<file path="config.mk">
export PLATFORM = sky130hd
export DESIGN_NAME = alu_arbiter
export DESIGN_NICKNAME = d
export VERILOG_FILES = /design/src/rtl/alu_pkg.sv /design/src/rtl/rr_arbiter.sv /design/src/rtl/alu_arbiter.sv
export SDC_FILE = /design/constraint.sdc
export NUM_CORES = 1
export LEC_CHECK = 0
export CAP_MARGIN = 20
export CORE_MARGIN = 3
export CORE_UTILIZATION = 38
export CTS_BUF_LIST = sky130_fd_sc_hd__clkbuf_2
export DETAILED_ROUTE_END_ITERATION = 8
export PLACE_DENSITY = 0.67
export SLEW_MARGIN = 40
export SYNTH_ARGS = -nofsm -noshare
export SYNTH_HDL_FRONTEND = slang
export SYNTH_SLANG_ARGS = --single-unit
</file>
<file path="constraint.sdc">
create_clock -name clk -period 8.9 [get_ports clk]
set_input_delay 1.78 -clock clk [delete_from_list [all_inputs] [get_ports clk]]
set_output_delay 1.78 -clock clk [all_outputs]
set_load 0.005 [all_outputs]
</file>
<file path="src/rtl/alu_pkg.sv">
// Shared types and constants for the multi-requester ALU arbiter.
// Requester indices never exceed 3 bits because NUM_REQ is at most 8.
package alu_pkg;

   localparam int ALU_W       = 4;
   localparam int DEF_NUM_REQ = 4;
   localparam int DEF_TIMEOUT = 15;

   typedef enum logic [1:0] {
      S_IDLE  = 2'd0,
      S_ISSUE = 2'd1,
      S_WAIT  = 2'd2,
      S_RESP  = 2'd3
   } state_t;

   typedef logic [ALU_W-1:0] alu_ctl_t;

   localparam alu_ctl_t CTL_AND = 4'h0;
   localparam alu_ctl_t CTL_OR  = 4'h1;
   localparam alu_ctl_t CTL_ADD = 4'h2;
   localparam alu_ctl_t CTL_SUB = 4'h6;

   // (a + b) mod n for a < n and b <= n.
   function automatic int unsigned wrap_add(input int unsigned a, input int unsigned b,
                                            input int unsigned n);
      int unsigned s;
      s = a + b;
      return (s >= n) ? (s - n) : s;
   endfunction

endpackage

</file>
<file path="src/rtl/rr_arbiter.sv">
// Round-robin pick: scans req ascending from ptr (mod NUM_REQ) and returns the
// first hit as a one-hot grant plus its index.
module rr_arbiter
   import alu_pkg::*;
#(
   parameter int NUM_REQ = DEF_NUM_REQ,
   parameter int IDX_W   = (NUM_REQ > 1) ? $clog2(NUM_REQ) : 1
) (
   input  logic [NUM_REQ-1:0] req,
   input  logic [IDX_W-1:0]   ptr,
   output logic [NUM_REQ-1:0] grant,
   output logic [IDX_W-1:0]   grant_idx,
   output logic               found
);

   logic [IDX_W-1:0] k;

   always_comb begin
      grant     = '0;
      grant_idx = '0;
      found     = 1'b0;
      k         = '0;
      for (int i = 0; i < NUM_REQ; i++) begin
         k = IDX_W'(wrap_add(32'(ptr), i, NUM_REQ));
         if (!found && req[k]) begin
            found     = 1'b1;
            grant[k]  = 1'b1;
            grant_idx = k;
         end
      end
   end

endmodule

</file>
<file path="src/rtl/alu_arbiter.sv">
// Shares one ALU among NUM_REQ requesters: round-robin grant, one operation in
// flight, per-requester carry flag, response timeout and spurious-return flag.
module alu_arbiter
   import alu_pkg::*;
#(
   parameter int NUM_REQ = DEF_NUM_REQ,
   parameter int TIMEOUT = DEF_TIMEOUT
) (
   input  logic                            clk,
   input  logic                            reset,
   input  logic [NUM_REQ-1:0]              req_valid,
   input  logic [NUM_REQ-1:0][ALU_W-1:0]   req_a,
   input  logic [NUM_REQ-1:0][ALU_W-1:0]   req_b,
   input  alu_ctl_t [NUM_REQ-1:0]          req_ctl,
   input  logic [NUM_REQ-1:0]              req_use_cf,
   output logic [NUM_REQ-1:0]              req_ready,
   output logic [NUM_REQ-1:0]              rsp_valid,
   output logic [ALU_W-1:0]                rsp_alu,
   output logic                            rsp_carry,
   output logic                            rsp_zero,
   output logic                            rsp_timeout,
   output logic                            alu_valid_in,
   output logic                            alu_cin,
   output logic [ALU_W-1:0]                alu_a,
   output logic [ALU_W-1:0]                alu_b,
   output alu_ctl_t                        alu_ctl,
   input  logic                            alu_valid_out,
   input  logic                            alu_carry,
   input  logic                            alu_zero,
   input  logic [ALU_W-1:0]                alu_result,
   output logic [31:0]                     pkt_num,
   output logic                            err_spurious,
   output state_t                          dbg_state
);

   localparam int IDX_W = (NUM_REQ > 1) ? $clog2(NUM_REQ) : 1;
   localparam int CNT_W = 8;

   state_t              state, next_state;
   logic [IDX_W-1:0]    rr_ptr, win_idx;
   logic [NUM_REQ-1:0]  grant;
   logic [IDX_W-1:0]    grant_idx;
   logic                any_req;
   logic [NUM_REQ-1:0]  carry_flag;
   logic [ALU_W-1:0]    lat_a, lat_b;
   alu_ctl_t            lat_ctl;
   logic                lat_cin;
   logic [ALU_W-1:0]    cap_res;
   logic                cap_carry, cap_zero, cap_tmo;
   logic [CNT_W-1:0]    cnt, cnt_inc;
   logic                cnt_hit;

   rr_arbiter #(.NUM_REQ(NUM_REQ), .IDX_W(IDX_W)) u_rr (
      .req       (req_valid),
      .ptr       (rr_ptr),
      .grant     (grant),
      .grant_idx (grant_idx),
      .found     (any_req)
   );

   assign cnt_inc = cnt + CNT_W'(1);
   assign cnt_hit = (cnt_inc == CNT_W'(TIMEOUT));

   always_ff @(posedge clk) begin
      if (reset) state <= S_IDLE;
      else       state <= next_state;
   end

   always_comb begin
      next_state = state;
      case (state)
         S_IDLE:  if (any_req) next_state = S_ISSUE;
         S_ISSUE: next_state = S_WAIT;
         S_WAIT:  if (alu_valid_out || cnt_hit) next_state = S_RESP;
         S_RESP:  next_state = S_IDLE;
         default: next_state = S_IDLE;
      endcase
   end

   // A result arriving on the very cycle the counter expires still wins.
   always_ff @(posedge clk) begin
      if (reset) begin
         rr_ptr       <= '0;
         win_idx      <= '0;
         carry_flag   <= '0;
         lat_a        <= '0;
         lat_b        <= '0;
         lat_ctl      <= '0;
         lat_cin      <= 1'b0;
         cap_res      <= '0;
         cap_carry    <= 1'b0;
         cap_zero     <= 1'b0;
         cap_tmo      <= 1'b0;
         cnt          <= '0;
         pkt_num      <= '0;
         err_spurious <= 1'b0;
      end else begin
         if (alu_valid_out && state != S_WAIT) err_spurious <= 1'b1;
         case (state)
            S_IDLE: if (any_req) begin
               win_idx <= grant_idx;
               lat_a   <= req_a[grant_idx];
               lat_b   <= req_b[grant_idx];
               lat_ctl <= req_ctl[grant_idx];
               lat_cin <= req_use_cf[grant_idx] & carry_flag[grant_idx];
            end
            S_ISSUE: begin
               pkt_num <= pkt_num + 32'd1;
               cnt     <= '0;
            end
            S_WAIT: begin
               if (alu_valid_out) begin
                  cap_res   <= alu_result;
                  cap_carry <= alu_carry;
                  cap_zero  <= alu_zero;
                  cap_tmo   <= 1'b0;
               end else if (cnt_hit) begin
                  cap_res   <= '0;
                  cap_carry <= 1'b0;
                  cap_zero  <= 1'b0;
                  cap_tmo   <= 1'b1;
               end else begin
                  cnt <= cnt_inc;
               end
            end
            S_RESP: begin
               if (!cap_tmo) carry_flag[win_idx] <= cap_carry;
               rr_ptr <= IDX_W'(wrap_add(32'(win_idx), 1, NUM_REQ));
            end
            default: ;
         endcase
      end
   end

   // Handshake: a request is taken on a rising edge where req_valid[i] and
   // req_ready[i] are both high; req_ready is only ever raised in IDLE, for
   // the round-robin winner, and the response is a one-cycle rsp_valid pulse.
   always_comb begin
      req_ready    = (state == S_IDLE) ? grant : '0;
      alu_valid_in = (state == S_ISSUE);
      alu_a        = lat_a;
      alu_b        = lat_b;
      alu_ctl      = lat_ctl;
      alu_cin      = lat_cin;
      rsp_valid    = '0;
      rsp_alu      = '0;
      rsp_carry    = 1'b0;
      rsp_zero     = 1'b0;
      rsp_timeout  = 1'b0;
      if (state == S_RESP) begin
         rsp_valid   = NUM_REQ'(1) << win_idx;
         rsp_alu     = cap_res;
         rsp_carry   = cap_carry;
         rsp_zero    = cap_zero;
         rsp_timeout = cap_tmo;
      end
   end

   assign dbg_state = state;

endmodule
</file>
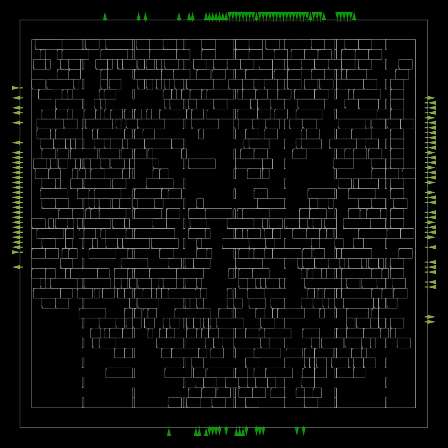
*Placed standard cells, run 1*
# Taps: 136
final std cells w/o fill: 718

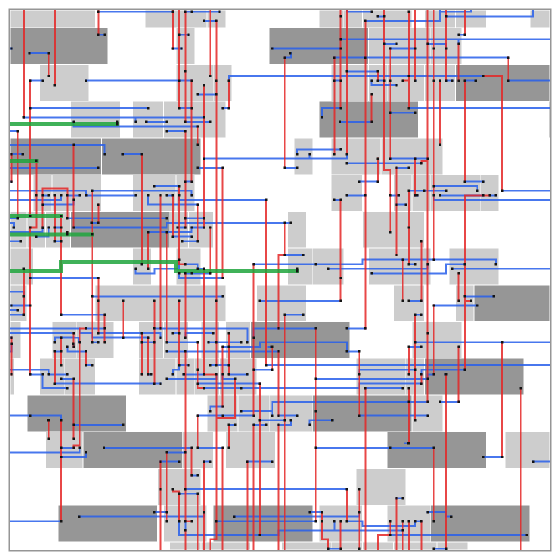
*Zoomed window, run 1*
Region (36, 13) to (76, 53) um. Cells in gray, sequential cells in the stronger gray; small squares are vias.
| color | layer |
|---|---|
| red | metal 2 |
| green | metal 3 |
| blue | metal 1 |
most frequent: dfxtp_1 (16), nor2_1 (8)
sequential cells in the window: 17
netlist names of flops here include: `cap_res` (4), `cnt` (3), `carry_flag` (2)
cells with their middle in the window: 88

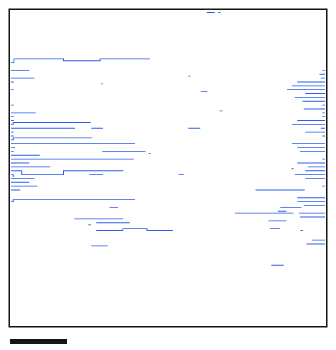
*Met3 routing, run 1*
Scale bar: 20 um.
share of all routed wire: 7.2%
main direction: horizontal
vias post-DR: 3,764
final wirelength: 10,800 um
GR Layer Usage met3: 5.49%

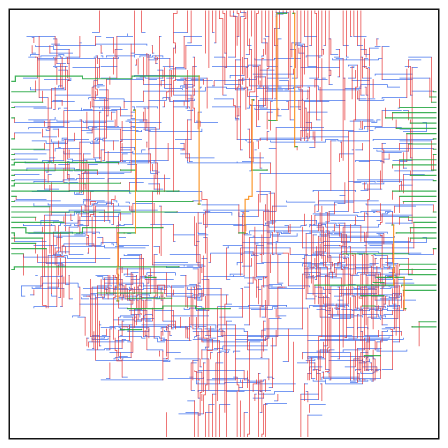
*Routed metal, one color a layer, run 1*
| color | layer | wire length |
|---|---|---|
| red | metal 2 | 5,130 um |
| orange | metal 4 | 206 um |
| blue | metal 1 | 4,660 um |
| green | metal 3 | 776 um |
Tot GR Track Use: 17.2%
Avg WL per Cell: 15.0 um

==> flow_metrics.tcl, run 1 <==
# place-and-route summary
set metrics [dict create \
    clk_pin_slew_ps 180 \
    worst_r2r_path_depth 8 \
    synth_flops 71 \
    worst_slew_pin_slew_ps 717 \
    drtAntennaViolNets 0 \
    cts_sinks 71 \
    r2r_start "rr_ptr[0]" \
    hold_path.class "reg2reg" \
    maxSlewViolCount 0 \
    area_growth_syn_to_layout_pct 34.0 \
    max_freq_mhz 164 \
    cellPowerDensity_nw_per_um2 176 \
    synthTopCellsByArea "dfxtp_1 (34%), mux2i_1 (7.6%), ha_1 (5.3%)" \
    startpoint_type "primary input" \
    crit_chain "clkdlybuf4s50_1 -> mux4_2 -> nor3_4 -> and2_1 -> a221oi_1 -> nor2b_1 -> clkdlybuf4s50_1" \
    r2r_slack_ps 5180 \
    crit_path_frequent_cell "clkdlybuf4s50_1" \
    vdd_ir_drop_max_mv 0.101 \
    core_region_area_um2 10600 \
    antenna_found_initial 0 \
    rsz0062_at_grt "false" \
    cts-resized-gates 0 \
    grt_pass1_wl_um 17900 \
    async_flop_share_pct 0 \
    status "complete, no violations" \
    top_cell "dfxtp_1" \
    arrival_ps 4320 \
    rows 37 \
    layout-drive-gt1-share_pct 8.25 \
    cap_violations 0 \
    dr.pass1.iters 4 \
    crit_path_start "req_valid[3]" \
    grt_overflow_total 0 \
    max_slew_margin_pct 52.2 \
    finalSetupTns_ps 0 \
    cts_setup_buffers 0 \
    ys_cells 458 \
]
run 1: worst max-delay path, delay by kind of cell:
family / cells / cell delay [ps]
buf+inv: 2 / 1070
mux: 1 / 730
simple gates: 3 / 630
compound gates: 1 / 100
run 1: cell families (layout without fill, tap and decap cells):
logic type,count (synthesis),count (layout),share of synthesized area [%]
AND/OR/NAND/NOR,190,190,23.2
AND-OR/OR-AND,77,77,16.8
flip-flops,71,71,33.7
multiplexers,38,38,10.3
buffers and inverters,34,158,4.51
XOR/XNOR,30,30,6.23
adder cells (fa/ha/maj),18,18,5.34
run 1: report_power, final:
part	internal, mW	switching [mW]	leakage [nW]
clock network	0.0623	0.116	0.0651
logic	0.219	0.205	1.40
registers	0.360	0.0364	0.576
total	0.641	0.358	2.04
run 1: per-layer routing:
metal | global-route usage [%] | part of all wire, %
met5 | 0 | 0
met1 | 21.2 | 43
met3 | 5.49 | 7.2
met4 | 6.24 | 1.9
met2 | 28.2 | 48
run 1: state kept, by name, summed over array words and instances (netlist names):
| name | cells |
|---|---|
| rr_ptr | 2 |
| alu_cin | 1 |
| cnt | 8 |
| dbg_state | 2 |
| cap_tmo | 1 |
| err_spurious | 1 |
| alu_a | 4 |
| alu_ctl | 4 |
| cap_zero | 1 |
| carry_flag | 4 |
| cap_carry | 1 |
| win_idx | 2 |
| alu_b | 4 |
| pkt_num | 32 |
| cap_res | 4 |
run 1: per-stage QoR:
| step | hold slack, ps | utilization, % | cells | cell area, um^2 | setup WS [ps] |
|---|---|---|---|---|---|
| 5_1_grt | 526 | 53.6 | 718 | 5660 | 2670 |
| 3_3_place_gp | 447 | 52.5 | 702 | 5540 | 2880 |
| 3_5_place_dp | 453 | 52.5 | 702 | 5540 | 2810 |
| 2_1_floorplan | 434 | - | 458 | 4220 | 4010 |
| 6_report | 488 | 53.6 | 718 | 5660 | 2800 |
| 4_1_cts | 496 | 53.5 | 718 | 5650 | 2810 |
run 1: layout by cell type, fill, tap and decap left out, types with 3 or more instances in the layout:
cell type        count
a211oi_1             4
a21o_1               4
a21oi_1             10
a221o_1              3
a221oi_1             4
a22o_1               7
a22oi_1              6
and2_1              15
and3_1               6
and4_1               3
clkbuf_2             9
clkdlybuf4s50_1    128
clkinv_2             3
dfxtp_1             70
ha_1                18
inv_1               13
mux2i_1             32
mux4_2               4
nand2_1             34
nand2b_1             5
nand3_1             16
nand4_1              6
nor2_1              60
nor2b_1             12
nor3_1              11
nor4_1               3
o21a_1               3
o21ai_0              6
o221ai_2             9
or3_1                3
xnor2_1              8
xor2_1              22
run 1: area by class of cell:
type                       instances  area [um^2]
fill                            1034         4900
multi-input combinational        353         2620
sequential                        71         1420
timing repair buffer             129         1290
tap                              136          170
clock inverter                     7         63.8
inverter                          13         48.8
clock buffer                       9         45.0
run 1: how the worst min path moves through the flow:
stage / startpoint / to / slack, ps / cells after the start
6_report: alu_b[3] / alu_b[3] / 490 / 2
5_1_grt: alu_cin / alu_cin / 530 / 2
4_1_cts: alu_a[2] / alu_a[2] / 500 / 1
3_5_place_dp: alu_a[3] / alu_a[3] / 450 / 2
3_3_place_gp: alu_a[3] / alu_a[3] / 450 / 2
2_1_floorplan: cap_res[3] / cap_res[3] / 430 / 1
### Routed clock nets over the placement, run 1

Scale bar: 20 um.
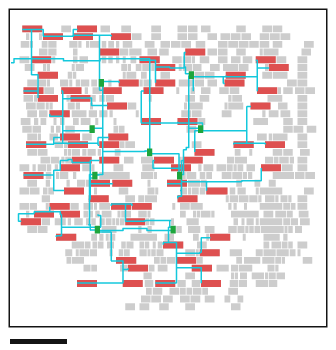

==> run 1 -> run 2 <==
--- a/config.mk
+++ b/config.mk
@@ -10,7 +10,7 @@
 export CORE_UTILIZATION = 38
 export CTS_BUF_LIST = sky130_fd_sc_hd__clkbuf_2
 export DETAILED_ROUTE_END_ITERATION = 8
-export PLACE_DENSITY = 0.67
+export PLACE_DENSITY = 0.7
 export SLEW_MARGIN = 40
 export SYNTH_ARGS = -nofsm -noshare
 export SYNTH_HDL_FRONTEND = slang
==> constraint.sdc (replaced) <==
create_clock -name clk -period 5.6 [get_ports clk]
set_input_delay 1.12 -clock clk [delete_from_list [all_inputs] [get_ports clk]]
set_output_delay 1.12 -clock clk [all_outputs]
set_load 0.005 [all_outputs]
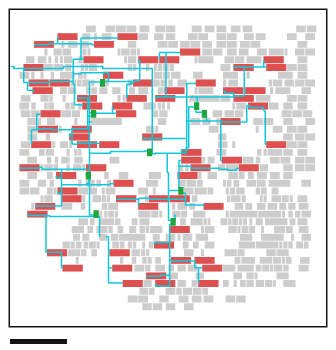
*Routed clock nets over the placement, run 2*
Scale bar: 20 um.
[cyan] clock wires | length: 944 um
[green] clock drivers | count: 9
[red] flip-flops | count: 71
routed clock nets: 10
flops lie: spread over the die
Latency at later pin: 510 ps
clk pwr: 0.354 mW
final setup skew: 43.0 ps

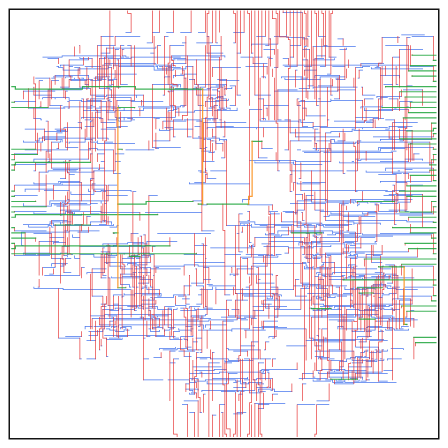
*Routed metal, one color a layer, run 2*
| color | layer | wire length |
|---|---|---|
| blue | metal 1 | 4,870 um |
| red | metal 2 | 4,960 um |
| orange | metal 4 | 109 um |
| green | metal 3 | 655 um |
Avg WL per Cell: 14.8 um
Tot GR Track Use: 17.3%
vias post-DR: 3,733
final wirelength: 10,600 um

==> run 2 against run 1 <==
  * Synthesized cell count unchanged
  * Core utilization grew 0.33 points
  * Routed wire length is 1.7% lower
  * Combinational power up 61%
==> flow_metrics.tcl, run 2 <==
# place-and-route summary
set metrics [dict create \
    status "complete, no violations" \
    hold_path.class "reg2reg" \
    grt_overflow_total 0 \
    dpl.cell_count 702 \
    layout_top_cells "clkdlybuf4s50_1 (127), dfxtp_1 (71), nor2_1 (60), nand2_1 (34), mux2i_1 (32)" \
    area_growth_syn_to_layout_pct 34.9 \
    layout-drive-gt1-share_pct 8.42 \
    arrival_ps 3640 \
    cap_violations 0 \
    cellPowerDensity_nw_per_um2 291 \
    cts_setup_buffers 0 \
    top_register "pkt_num" \
    worst_slew_pin_slew_ps 726 \
    worst_r2r_path_depth 8 \
    antenna_found_initial 0 \
    top_cell "dfxtp_1" \
    finalSetupTns_ps 0 \
    maxSlewViolCount 0 \
    fin_area_um2 5690 \
    met3_usage_pct 4.35 \
    crit_path_start "req_valid[3]" \
    grt_pass1_wl_um 18300 \
    rsz0062_at_grt "false" \
    r2r_start "rr_ptr[1]" \
    largest_reg_flops 32 \
    busiest_layer "met2" \
    max_freq_mhz 210 \
    preCtsSetupSlack_ps 843 \
    fin_cells 718 \
    async_flop_share_pct 0 \
    synthTopCellsByArea "dfxtp_1 (34%), mux2i_1 (7.6%), ha_1 (5.3%)" \
    synth_flops 71 \
    drtAntennaViolNets 0 \
    area.combinational_um2 2620 \
    regArea_um2 1420 \
    use_met1_pct 22.9 \
    largestRegisters "pkt_num: 32 flops, cnt: 8 flops" \
    vdd_ir_drop_max_mv 0.150 \
    placed_area_um2 5540 \
]
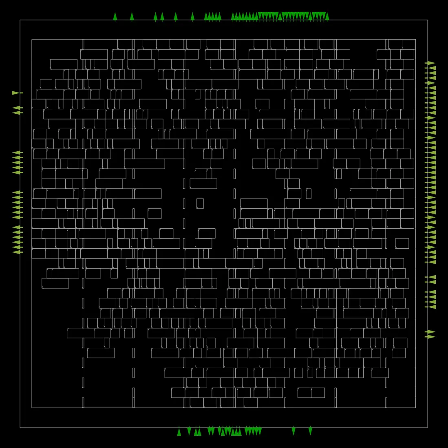
*Placed standard cells, run 2*
flip-flops: 71
post-layout util: 53.9%
# rows: 37

run 2: cell counts after synthesis:
No cell type changed its count.
run 2: stage by stage:
step,utilization (%),hold slack [ps],power (mW)
after detailed placement,52.4,454,1.32
final,53.9,496,1.65
after floorplan,-,434,1.07
after global routing,53.9,523,1.77
after CTS,53.8,499,1.68
after global placement,52.4,447,1.31
run 2: critical path: stages:
cell and delay, ps:
clkdlybuf4s50_1 560, mux4_2 730, nor3_4 260, and2_1 230, a221oi_1 100, nor2b_1 130, clkdlybuf4s50_1 510
run 2: how the worst min path moves through the flow:
stage                     from  slack (ps)  depth (start not counted)          to
finish              cap_res[1]         500                          1  cap_res[1]
floorplan           cap_res[3]         430                          1  cap_res[3]
global placement        cnt[7]         450                          1      cnt[7]
global route        cap_res[3]         520                          1  cap_res[3]
detailed placement  cap_res[3]         450                          1  cap_res[3]
CTS                 cap_res[2]         500                          1  cap_res[2]
run 2: kinds of logic after synthesis:
logic type | Yosys count | synth area share, %
fa+ha+maj | 18 | 5.34
xor+xnor | 30 | 6.23
simple gates | 190 | 23.2
flops | 71 | 33.7
compound gates | 77 | 16.8
mux | 38 | 10.3
buf+inv | 34 | 4.51
run 2: cell type report:
type,instances,share of cell area (%)
sequential,71,25.0
inverter,13,0.857
tap,136,2.99
clock inverter,7,1.80
timing repair buffer,129,22.6
clock buffer,9,0.791
multi-input combinational,353,46.0
run 2: metal layers:
layer	up-vias	share of wire [%]	wire length [um]
li1	1882	-	-
met3	11	6.2	655
met5	-	0	0
met1	1742	46	4870
met2	98	47	4960
met4	0	1.0	109
run 2: where the power goes:
| part | internal (mW) | total (mW) | leakage (nW) | switching (mW) |
|---|---|---|---|---|
| logic | 0.348 | 0.681 | 1.40 | 0.332 |
| clock network | 0.153 | 0.354 | 0.0835 | 0.200 |
| registers | 0.572 | 0.620 | 0.576 | 0.0478 |
| total | 1.07 | 1.65 | 2.06 | 0.580 |
Power and IR drop assume default switching activity.
